### Where the registers sit, run 1

Scale: 8 px per um.
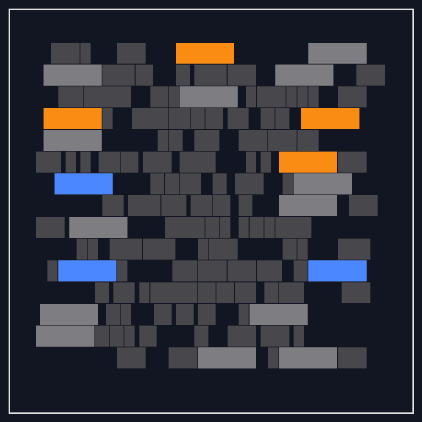
### Routed metal per tile, run 1

Scale: 8 px per um. 10 x 10 tiles, from dark purple (low) to yellow (high), scaled to the fullest tile. Values are wire area over tile area, all layers added.
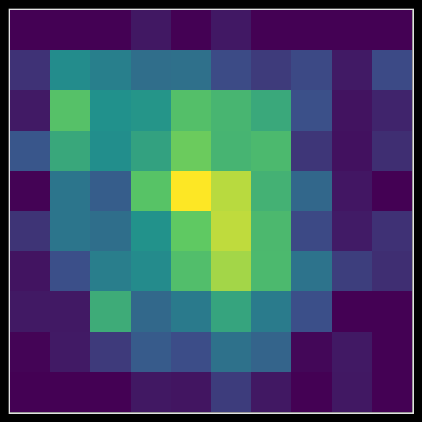
### Placement view, run 1

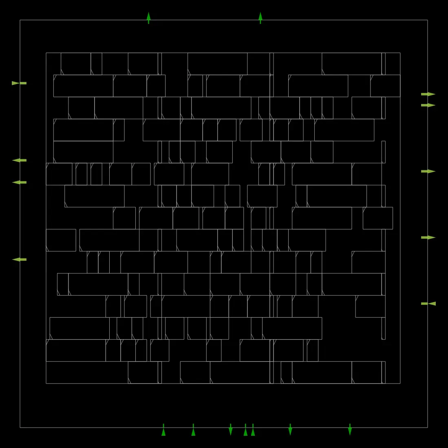
$ cat src/rtl/aes_pkg.sv
`default_nettype none
// +-----------------------------------------------------------------------+
// | aes_pkg: state encoding and sizing shared by the AES round controller |
// | Rev 1.0                                                               |
// +-----------------------------------------------------------------------+
package aes_pkg;

   localparam int AES_NUM_ROUNDS = 10;
   localparam int AES_KEY_ADDR_W = 4;

   typedef enum logic [2:0] {
      IDLE    = 3'd0,
      FETCH   = 3'd1,
      ROUND   = 3'd2,
      FINAL   = 3'd3,
      HOLD    = 3'd4,
      KEYGEN  = 3'd5,
      KEYWAIT = 3'd6
   } aes_ctrl_state_t;

endpackage
`default_nettype wire

$ cat src/rtl/aes_round_controller.sv
`default_nettype none
// +-----------------------------------------------------------------------+
// | aes_round_controller: sequences one AES block through the round      |
// | datapath and owns rekeying. Optional macro AES_ROUND_CTRL_STATS_EN.  |
// | Rev 1.0                                                               |
// +-----------------------------------------------------------------------+
module aes_round_controller
   import aes_pkg::*;
#(
   parameter int NUM_ROUNDS = AES_NUM_ROUNDS,
   parameter int ADDR_W     = AES_KEY_ADDR_W
) (
   input  logic              clk,
   input  logic              rst,
   input  logic              key_start,
   input  logic              key_ready,
   output logic              key_gen_we,
   input  logic              fifo_empty,
   output logic              read_fifo,
   output logic              load_state,
   output logic              round_en,
   output logic              final_round,
   output logic [ADDR_W-1:0] round_key_addr,
   output logic              data_valid,
   input  logic              out_ready,
   output logic              data_done,
   output logic              busy
`ifdef AES_ROUND_CTRL_STATS_EN
   ,
   output logic [31:0]       blk_count,
   output logic [15:0]       stall_count
`endif
);

   localparam logic [ADDR_W-1:0] FIRST_MID = ADDR_W'(1);
   localparam logic [ADDR_W-1:0] LAST_MID  = ADDR_W'(NUM_ROUNDS - 1);
   localparam logic [ADDR_W-1:0] LAST_KEY  = ADDR_W'(NUM_ROUNDS);

   aes_ctrl_state_t   state_q, state_d;
   logic [ADDR_W-1:0] counter_q, counter_d;
   logic              key_valid_q, key_valid_d;
   logic              key_pending_q, key_pending_d;
   logic              wait_armed_q, wait_armed_d;
   logic              key_gen_we_q, key_gen_we_d;
   logic              load_state_q, load_state_d;
   logic              round_en_q, round_en_d;
   logic              final_round_q, final_round_d;
   logic [ADDR_W-1:0] round_key_addr_q, round_key_addr_d;
   logic              data_valid_q, data_valid_d;
   logic              busy_q, busy_d;
   logic              start_block;
   logic              rekey_req;

   assign rekey_req   = key_start || key_pending_q;
   assign start_block = (state_q == IDLE) && !rekey_req && key_valid_q && !fifo_empty;

   always_comb begin
      state_d       = state_q;
      counter_d     = counter_q;
      key_valid_d   = key_valid_q;
      key_pending_d = key_pending_q || key_start;
      wait_armed_d  = 1'b0;
      unique case (state_q)
         IDLE: begin
            if (rekey_req) begin
               state_d = KEYGEN;
            end else if (start_block) begin
               state_d = FETCH;
            end
         end
         FETCH: begin
            counter_d = FIRST_MID;
            state_d   = ROUND;
         end
         ROUND: begin
            counter_d = counter_q + 1'b1;
            if (counter_q == LAST_MID) begin
               state_d = FINAL;
            end
         end
         FINAL: state_d = HOLD;
         HOLD: begin
            if (out_ready) begin
               counter_d = '0;
               state_d   = IDLE;
            end
         end
         KEYGEN: begin
            key_valid_d   = 1'b0;
            key_pending_d = key_start;
            state_d       = KEYWAIT;
         end
         KEYWAIT: begin
            // The entry cycle is never armed, so a key_ready level left over
            // from the previous expansion cannot end the wait early.
            wait_armed_d = 1'b1;
            if (wait_armed_q && key_ready) begin
               key_valid_d = 1'b1;
               state_d     = IDLE;
            end
         end
         default: state_d = IDLE;
      endcase

      key_gen_we_d  = (state_d == KEYGEN);
      load_state_d  = (state_d == FETCH);
      round_en_d    = (state_d == ROUND) || (state_d == FINAL);
      final_round_d = (state_d == FINAL);
      data_valid_d  = (state_d == HOLD);
      busy_d        = (state_d != IDLE);
      if (state_d == ROUND) begin
         round_key_addr_d = counter_d;
      end else if (state_d == FINAL) begin
         round_key_addr_d = LAST_KEY;
      end else begin
         round_key_addr_d = '0;
      end
   end

   always_ff @(posedge clk) begin
      if (rst) begin
         state_q          <= IDLE;
         counter_q        <= '0;
         key_valid_q      <= 1'b0;
         key_pending_q    <= 1'b0;
         wait_armed_q     <= 1'b0;
         key_gen_we_q     <= 1'b0;
         load_state_q     <= 1'b0;
         round_en_q       <= 1'b0;
         final_round_q    <= 1'b0;
         round_key_addr_q <= '0;
         data_valid_q     <= 1'b0;
         busy_q           <= 1'b0;
      end else begin
         state_q          <= state_d;
         counter_q        <= counter_d;
         key_valid_q      <= key_valid_d;
         key_pending_q    <= key_pending_d;
         wait_armed_q     <= wait_armed_d;
         key_gen_we_q     <= key_gen_we_d;
         load_state_q     <= load_state_d;
         round_en_q       <= round_en_d;
         final_round_q    <= final_round_d;
         round_key_addr_q <= round_key_addr_d;
         data_valid_q     <= data_valid_d;
         busy_q           <= busy_d;
      end
   end

   // Pop and handshake strobes react to this cycle's inputs; reset masks them.
   assign read_fifo      = !rst && start_block;
   assign data_done      = !rst && (state_q == HOLD) && out_ready;
   assign key_gen_we     = key_gen_we_q;
   assign load_state     = load_state_q;
   assign round_en       = round_en_q;
   assign final_round    = final_round_q;
   assign round_key_addr = round_key_addr_q;
   assign data_valid     = data_valid_q;
   assign busy           = busy_q;

`ifdef AES_ROUND_CTRL_STATS_EN
   logic [31:0] blk_count_q, blk_count_d;
   logic [15:0] stall_count_q, stall_count_d;

   always_comb begin
      blk_count_d   = blk_count_q;
      stall_count_d = stall_count_q;
      if (state_d == KEYGEN) begin
         blk_count_d   = '0;
         stall_count_d = '0;
      end else begin
         if (data_done) begin
            blk_count_d = blk_count_q + 32'd1;
         end
         if ((state_q == HOLD) && !out_ready && (stall_count_q != 16'hFFFF)) begin
            stall_count_d = stall_count_q + 16'd1;
         end
      end
   end

   always_ff @(posedge clk) begin
      if (rst) begin
         blk_count_q   <= '0;
         stall_count_q <= '0;
      end else begin
         blk_count_q   <= blk_count_d;
         stall_count_q <= stall_count_d;
      end
   end

   assign blk_count   = blk_count_q;
   assign stall_count = stall_count_q;
`endif

endmodule
`default_nettype wire

$ cat config.mk
export PLATFORM = sky130hd
export DESIGN_NAME = aes_round_controller
export DESIGN_NICKNAME = d
export VERILOG_FILES = /design/src/rtl/aes_pkg.sv /design/src/rtl/aes_round_controller.sv
export SDC_FILE = /design/constraint.sdc
export NUM_CORES = 1
export LEC_CHECK = 0
export CORE_MARGIN = 3
export CORE_UTILIZATION = 50
export DETAILED_ROUTE_END_ITERATION = 12
export GPL_TIMING_DRIVEN = 0
export PLACE_DENSITY = 0.73
export SYNTH_ARGS = -nofsm -noshare
export SYNTH_HDL_FRONTEND = slang
export SYNTH_SLANG_ARGS = --single-unit
$ cat constraint.sdc
create_clock -name clk -period 2.3 [get_ports clk]
set_clock_uncertainty 0.2 [all_clocks]
set_input_delay 0.23 -clock clk [delete_from_list [all_inputs] [get_ports clk]]
set_output_delay 0.23 -clock clk [all_outputs]
set_load 0.03 [all_outputs]
==> COMMIT_EDITMSG, run 1 <==
Add synthesis and place-and-route results

* Post-CTS setup buffers: 0
* Final worst hold slack: 0.2859 ns
- Endpoint type of the worst setup path: primary output
* Largest fanout of any net on the critical path: 10
- The min-delay analysis places its worst path in the category flip-flop to flip-flop.
- Post-synth EDFFs: 0
- Area growth, synth to finish: 22.45%
- Per the post-place timing report, worst setup slack is -0.08211 ns.
- Area leader share: roughly two fifths
* Largest net degree at the start of global routing: 11
- The run finished with clean final reports.
- Average cell area after synthesis: around 9 um2
- Summed over all nets, the half-perimeter wirelength after detailed placement is roughly 1500 um.
- Area leader, netlist: sky130_fd_sc_hd__dfxtp_1
- Sequential elements use roughly two fifths of the synthesized area.
- TritonCTS built the clock tree.
- The power report puts the leakage power at between 0.4 and 0.5 nW.
* Worst r2r path cells: 6
* Detailed Route Iter0 Violations: 22
- Upper clock frequency limit: between 400 and 500 MHz
## Picture notes: 'Where the registers sit'
[state_q] blue | sequential cells: 3
[round_key_addr] orange | sequential cells: 4
proportion of cell area occupied by registers: 33.33%
register area: 400.4 um2
final core utilization: 67.37%
sequential cell power: 0.395 mW

## Picture notes: 'Routed metal per tile'
mean over tiles: 0.13
nearly empty tiles: 20%
emptiest ninth of the die: lower right
tiles over half the peak: 23%
fullest tile: 0.43
densest ninth of the die: center

## Picture notes: 'Placement view'
flop count: 20
number of core rows: 15
Tapcells: 25
number of fill cells: 150
floorplan core area: 1783 um2

run 1: stage by stage:
step                util [%]  area, um2  power [mW]  setup TNS [ns]
finish                 67.37       1201      0.8317               0
global route           67.37       1201      0.8868               0
CTS                    67.44       1202      0.8361               0
detailed placement     66.32       1182      0.6796         -0.1204
global placement       66.32       1182      0.6772         -0.1101
floorplan                  -      980.9      0.6031               0
run 1: state kept, by name, summed over array words and instances (netlist names):
name and flops:
wait_armed_q 1, counter_q 4, final_round 1, round_en 1
key_pending_q 1, busy 1, state_q 3, round_key_addr 4
data_valid 1, key_valid_q 1, key_gen_we 1, load_state 1
run 1: how the worst max path moves through the flow:
stage / start / cells after the start / to
4_1_cts: state_q[1] / 4 / read_fifo
2_1_floorplan: state_q[1] / 3 / read_fifo
3_3_place_gp: key_start / 4 / read_fifo
6_report: state_q[1] / 4 / read_fifo
3_5_place_dp: key_start / 4 / read_fifo
5_1_grt: state_q[2] / 5 / data_done
run 1: worst min-delay path, delay by kind of cell (launching register included):
kind               cells  cell delay (ns)
and+or+nand+nor        1             0.06
DFF                    1             0.33
AOI/OAI and AO/OA      1             0.06
run 1: logic make-up (layout without fill, tap and decap cells):
kind of cell	Yosys count	count (layout)	synth area share, %
AOI/OAI and AO/OA	28	28	21.43
adders and majority gates	2	2	2.551
buffers and inverters	13	33	8.163
DFF	20	20	40.82
muxes	2	2	2.041
and+or+nand+nor	43	43	25.00
run 1: power by group:
part           switching (mW)  internal [mW]  leakage [nW]  total [mW]
Combinational           0.155          0.124         0.297       0.279
Sequential             0.0223          0.373         0.163       0.395
Clock                  0.0961         0.0610        0.0138       0.157
Total                   0.274          0.558         0.474       0.832
run 1: routing by layer:
| metal | track usage (%) | up-vias |
|---|---|---|
| met1 | 25.83 | 389 |
| met3 | 6.528 | 2 |
| met2 | 28.70 | 15 |
| li1 | - | 426 |
| met4 | 7.623 | 0 |
| met5 | 0 | - |
run 1: synthesized netlist by cell type, drive strengths merged, types with 2 or more instances:
master and n:
nand2 6, ha 2, a21oi 6, nor3 2, inv 7, nor2 16
buf 5, nand3 3, a221o 2, nor4 2, a21o 2, nor3b 2
mux2i 2, dfxtp 20, a31oi 2, nor2b 4, o21ai 9
run 1: layout make-up:
cell class	count	area, um2	area share (%)
multi-input combinational	75	503.0	41.88
inverter	7	26.28	2.188
sequential	20	400.4	33.33
tap	25	31.28	2.604
buffer	6	53.80	4.479
timing repair buffer	17	163.9	13.65
clock buffer	3	22.52	1.875
### Supply network, run 1

Scale: 10 px per um. Pins as bars on the die edge.
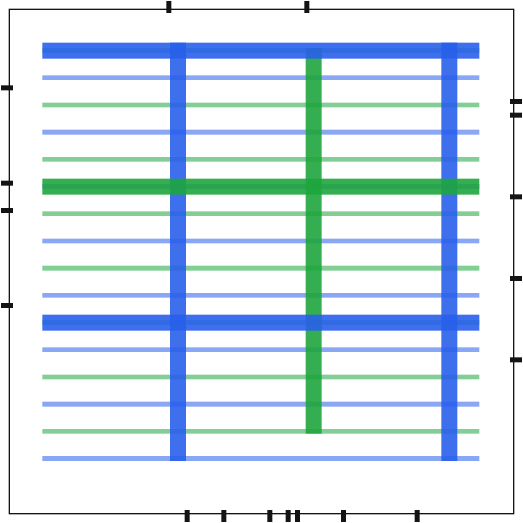

==> run 1 -> run 2 <==
- CORE_UTILIZATION: 50 -> 53
- CTS_BUF_LIST: default -> sky130_fd_sc_hd__clkbuf_8
- PLACE_DENSITY: 0.73 -> 0.77
### Supply network, run 2

Scale: 10 px per um. Pins as bars on the die edge.
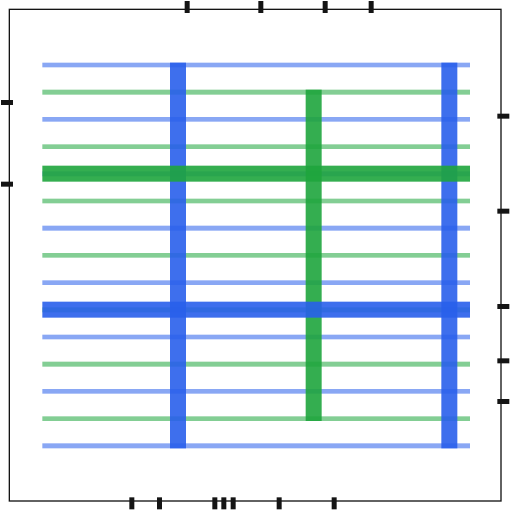
[VDD] green
[VSS] blue
rows: 14
met1 rails: 15
largest voltage drop on the vdd net: 0.4803 mV
floorplan core area: 1629 um2
die extent in x: 49.02 um
floorplan die height: 49.02 um

==> run 2 against run 1 <==
Design area increased by 3.0%. Die area decreased by 5.0%. Final cell count unchanged. Hold slack improved by 0.0016 ns. Via count increased by 4.3%. First-iteration DRC count increased by 95%. Global-route usage decreased by 0.21 points. Sequential cell count unchanged. Clock power increased by 66%. Non-clock buffer count unchanged. Core utilization increased by 8.6 points. Worst setup slack got worse by 0.11 ns. Largest power group unchanged. Highest routed layer unchanged.
==> COMMIT_EDITMSG, run 2 <==
Add synthesis and place-and-route results

* Worst path arrival time: between 1.5 and 2 ns
- Top cells by count: sky130_fd_sc_hd__dfxtp_1 (20), sky130_fd_sc_hd__nor2_1 (15), sky130_fd_sc_hd__inv_1 (7), sky130_fd_sc_hd__o21ai_0 (7), sky130_fd_sc_hd__nand2_1 (6)
- After layout, the worst setup slack is about 0.089 ns.
- Routed length per placed instance: ~14 um
* GR Layer Usage met1: 27.56% (+1.7 points)
* Worst slew slack as a fraction of its limit: 59.55%
- Setup repair after global routing left no endpoint under its margin.
- Worst r2r path cells: 6 (unchanged)
* CP peak stage delay: ~0.43 ns
* CTS tree: done
- The standard-cell row count is 14 (-1).
* Startpoint of the worst-slack reg-to-reg timing path: counter_q[1]
- Routability-driven placement finished with a final weighted congestion of between 0.8 and 0.9.
- Subtracting the final worst setup slack from the clock period gives ~2.2 ns.
- Gr busiest metal: met2
- The area growth from synthesis to layout is 26.15%.
- Area leader share: 40.82% (unchanged)
- The post-route setup TNS is 0 ns (unchanged).
- The flow ran to the end, and the final reports show no timing, DRC or antenna violations.
- Upper clock frequency limit: 452.2 MHz (-4.9%)
- Per the cell usage report, the commonest logic cells after layout are sky130_fd_sc_hd__dfxtp_1 (20), sky130_fd_sc_hd__clkdlybuf4s50_1 (15), sky130_fd_sc_hd__nor2_1 (14), sky130_fd_sc_hd__inv_1 (7), sky130_fd_sc_hd__o21ai_0 (7).
- Looking at the reg2reg group, the worst path ends at round_key_addr[1].
- The most critical min-delay path falls under flip-flop to flip-flop.
* Number of fill cells: 117 (-22%)
- The global routing usage on met3 was 2.752% (-3.8 points).
* Clock tree root driver cell: sky130_fd_sc_hd__clkbuf_8
* Lkg Pwr: 0.4956 nW (+4.5%)
* Largest net degree at the start of global routing: 12 (+1)
- Final core utilization: 75.96% (+8.6 points)
* Area leader, netlist: sky130_fd_sc_hd__dfxtp_1
- Launch point of the worst hold path: key_valid_q
- The stat command in Yosys gives a chip area of 980.9 um2.
* Met2 track demand over resource: 28.73% (+0.037 points)
- The sequential-to-total area share from yosys stat is 40.82% (unchanged).
- The critical path goes through buf_6, or3_4, nor4_1, dlygate4sd2_1.
- The number of enable-type register cells in the synthesized netlist came to 0 (unchanged).
- Post-synth the commonest register cell is sky130_fd_sc_hd__dfxtp_1.
* Worst Max-Slew Pin Slew: between 0.6 and 0.7 ns
- The placed wire-length estimate came to 1502 um (+1.0%).
- Largest fanout of any net on the critical path: 10 (unchanged)
* Average cell area after synthesis: 9.083 um2 (unchanged)
* Detailed Route Iter0 Violations: 43 (+95%)
* Most numerous cell in the Yosys netlist: sky130_fd_sc_hd__dfxtp_1
* Endpoint type of the worst setup path: primary output
- Post-Place Worst Slack: -0.07237 ns (+0.009740 ns)
[run 2: cell counts after synthesis]
Identical to the previous run, type by type.
[run 2: cells by family after synthesis]
| group | synth area share [%] |
|---|---|
| AOI/OAI and AO/OA | 21.43 |
| adders and majority gates | 2.551 |
| buffers and inverters | 8.163 |
| DFF | 40.82 |
| muxes | 2.041 |
| and+or+nand+nor | 25.00 |
[run 2: metal layers]
metal	share of wire, %	vias up
met2	48	22
met4	0.65	0
met1	48	421
li1	-	423
met5	0	-
met3	3.8	2
[run 2: repair_timing]
item	CTS	global route
endpoints found under the setup margin	2	0
gates resized	4	0
buffers inserted	0	0
hold buffers	0	0
[run 2: how the worst max path moves through the flow]
stage / cells after the start / slack [ns] / startpoint / to
floorplan: 3 / 0.06 / state_q[1] / read_fifo
global placement: 4 / -0.06 / key_start / read_fifo
detailed placement: 4 / -0.07 / key_start / read_fifo
CTS: 4 / 0.07 / state_q[1] / read_fifo
global route: 4 / 0.03 / state_q[1] / read_fifo
finish: 4 / 0.09 / state_q[1] / read_fifo
[run 2: metrics by stage]
stage | cells | total power [mW] | area, um2 | hold slack, ns
finish | 153 | 0.9395 | 1237 | 0.2874
global route | 153 | 0.9897 | 1237 | 0.3234
CTS | 153 | 0.9422 | 1237 | 0.2881
detailed placement | 149 | 0.6786 | 1181 | 0.2784
global placement | 149 | 0.6774 | 1181 | 0.2607
floorplan | 108 | 0.6031 | 980.9 | 0.1074
[run 2: area by class of cell]
cell class                      count  area [um2]  share of cell area (%)
Inverter                            7       26.28                   2.123
Timing Repair Buffer               17       167.7                   13.55
Clock buffer                        4       55.05                   4.449
Tap cell                           24       30.03                   2.427
Buffer                              6       55.05                   4.449
Multi-Input combinational cell     75       503.0                   40.65
Sequential cell                    20       400.4                   32.36
[run 2: worst register-to-register path: stages, from the launching register on]
cell and delay (ns):
sky130_fd_sc_hd__dfxtp_1 0.40, sky130_fd_sc_hd__inv_1 0.08, sky130_fd_sc_hd__ha_1 0.26, sky130_fd_sc_hd__nor2b_1 0.12, sky130_fd_sc_hd__a222oi_1 0.30, sky130_fd_sc_hd__o211ai_1 0.19
sky130_fd_sc_hd__a21oi_2 0.16
[run 2: where the power goes]
| part | internal, mW | total [mW] | switching, mW |
|---|---|---|---|
| Sequential | 0.373 | 0.395 | 0.0221 |
| Combinational | 0.124 | 0.285 | 0.160 |
| Clock | 0.152 | 0.260 | 0.108 |
| Total | 0.649 | 0.939 | 0.290 |
### Routed metal per tile, run 2

Scale: 8 px per um. 10 x 10 tiles, from dark purple (low) to yellow (high), scaled to the fullest tile. Values are wire area over tile area, all layers added.
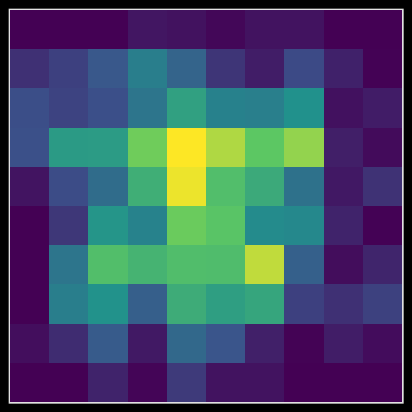

==> run 2 -> run 3 <==
- CORE_UTILIZATION: 53 -> 25
- PLACE_DENSITY: 0.77 -> 0.4
- RECOVER_POWER: default -> 25
### Routed metal per tile, run 3

Scale: 6 px per um. 14 x 14 tiles, from dark purple (low) to yellow (high), scaled to the fullest tile. Values are wire area over tile area, all layers added.
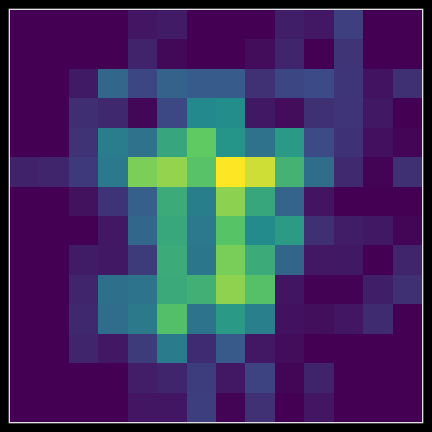
nearly empty tiles: 36%
emptiest ninth of the die: lower right
densest ninth of the die: center
Detailed Route WL: 2249 um
routed via count: 840

==> run 3 against run 2 <==
Power fell by 0.20%. Design area grew 1.1%. Largest cell class unchanged. Core utilization fell by 42 points. Via count decreased by 3.2%. Highest routed layer unchanged. Sequential power about the same. Critical endpoint unchanged. Largest power group unchanged.
==> COMMIT_EDITMSG, run 3 <==
Add synthesis and place-and-route results

* Run status: completed
* Post-synth area from yosys stat: 980.9 um2 (unchanged)
- Internal power component: 0.6425 mW (-1.0%)
- STA lists the startpoint of the worst register-to-register path as counter_q[1].
* Worst r2r path cells: 6 (unchanged)
- The worst setup timing slack at the placement stage came to -0.1059 ns (-0.03357 ns).
* Largest fanout of any net on the critical path: 10 (unchanged)
* Net switching fraction of the power: 31.47% (+0.59 points)
* Switching power summed over all nets: 0.2951 mW (+1.7%)
- The count of hold-fix buffers inserted at cts came to 0 (unchanged).
- The fmax came to 472.0 MHz (+4.4%).
* Critical Path, Cell by Cell: buf_6, or3_1, nor4_1, clkbuf_2
- Launch point of the worst hold path: key_valid_q
- Routed length per placed instance: 12.71 um (-9.9%)
* Number of fill cells: 410 (+250%)
* Relative contribution of sequential cells to total power: 42.1% (about the same)
- Clock tree root driver cell: sky130_fd_sc_hd__clkbuf_8
- Detailed Route Iter0 Violations: 41 (-4.7%)
- Top cells by count: sky130_fd_sc_hd__dfxtp_1 (20), sky130_fd_sc_hd__nor2_1 (15), sky130_fd_sc_hd__inv_1 (7), sky130_fd_sc_hd__o21ai_0 (7), sky130_fd_sc_hd__nand2_1 (6)
* RD Place Congestion: 0.7269 (-9.8%)
* Dominant flop cell: sky130_fd_sc_hd__dfxtp_1
* Area leader, netlist: sky130_fd_sc_hd__dfxtp_1
- Clock period minus worst slack: 2.119 ns (-0.09249 ns)
- Floorplan core area: 3716 um2 (+130%)
- The arrival time at the worst endpoint is 1.69 ns (-0.09 ns).
- Relative contribution of the clock network to total power: 28.6% (+1.0 points)
- The number of enable-type register cells in the synthesized netlist is 0 (unchanged).
- Path category of the worst min-delay check: flip-flop to flip-flop
- Leaving out fill and tap cells, the most frequent cells in the layout are sky130_fd_sc_hd__dfxtp_1 (20), sky130_fd_sc_hd__clkdlybuf4s50_1 (15), sky130_fd_sc_hd__nor2_1 (14), sky130_fd_sc_hd__inv_1 (7), sky130_fd_sc_hd__o21ai_0 (7).
- The share of Yosys cell area claimed by the top area cell type was 40.82% (unchanged).
- The area occupied by registers came to 400.4 um2 (unchanged).
* Total power of the final layout: 0.9376 mW (-0.20%)
[run 3: worst min-delay path, cell delays in order (launching register included)]
cell,delay [ns]
sky130_fd_sc_hd__dfxtp_1,0.32
sky130_fd_sc_hd__nand2_1,0.06
sky130_fd_sc_hd__a21oi_1,0.05
[run 3: what timing repair did]
action / in CTS / in global routing
endpoints found under the setup margin: 2 / 1
gates cloned: 0 / 0
gates resized: 4 / 3
[run 3: cells by family (layout without fill, tap and decap cells)]
group           Yosys count  count (layout)  share of synthesized area, %
compound gates           28              28                         21.43
fa+ha+maj                 2               2                         2.551
buf+inv                  13              34                         8.163
flops                    20              20                         40.82
mux                       2               2                         2.041
simple gates             43              43                         25.00
[run 3: worst max path at each step]
stage                          start   endpoint  slack (ns)  cells past startpoint
after floorplan           state_q[1]  read_fifo        0.06                      3
after global placement           rst  data_done       -0.14                      4
after detailed placement   key_start  read_fifo       -0.11                      4
after CTS                 state_q[1]  read_fifo        0.03                      4
after global routing      state_q[2]  data_done        0.06                      5
final                     state_q[1]  read_fifo        0.18                      4
[run 3: layout make-up]
| type | instances | share of cell area [%] |
|---|---|---|
| repair buffers | 17 | 13.10 |
| well taps | 48 | 4.800 |
| clock buffers | 4 | 4.400 |
| inverters | 7 | 2.100 |
| multi-input cells | 75 | 39.80 |
| plain buffers | 6 | 3.800 |
| flip-flops and latches | 20 | 32.00 |
[run 3: through the flow]
stage	TNS [ns]	cells	cell area (um2)	hold WS [ns]	utilization, %
5_1_grt	0	177	1251	0.3181	33.67
6_report	0	177	1251	0.2753	33.67
3_5_place_dp	-0.1995	173	1211	0.2707	32.59
3_3_place_gp	-0.2319	173	1211	0.2713	32.59
2_1_floorplan	0	108	980.9	0.1074	-
4_1_cts	0	177	1267	0.2809	34.11
[run 3: layer usage]
layer / wire length, um / GRT usage (%) / part of all wire [%]
met2: 1057 / 16.81 / 47
met1: 1055 / 13.86 / 47
met5: 0 / 0 / 0
met3: 89 / 1.945 / 4.0
met4: 46 / 5.211 / 2.0
[run 3: power groups by stage]
stage               sequential (mW)  clock, mW  combinational (mW)
CTS                           0.396      0.276               0.285
global placement              0.403          0               0.290
detailed placement            0.403          0               0.283
finish                        0.395      0.268               0.275
global route                  0.398      0.289               0.303
floorplan                     0.425          0               0.178
Power and IR drop assume default switching activity.
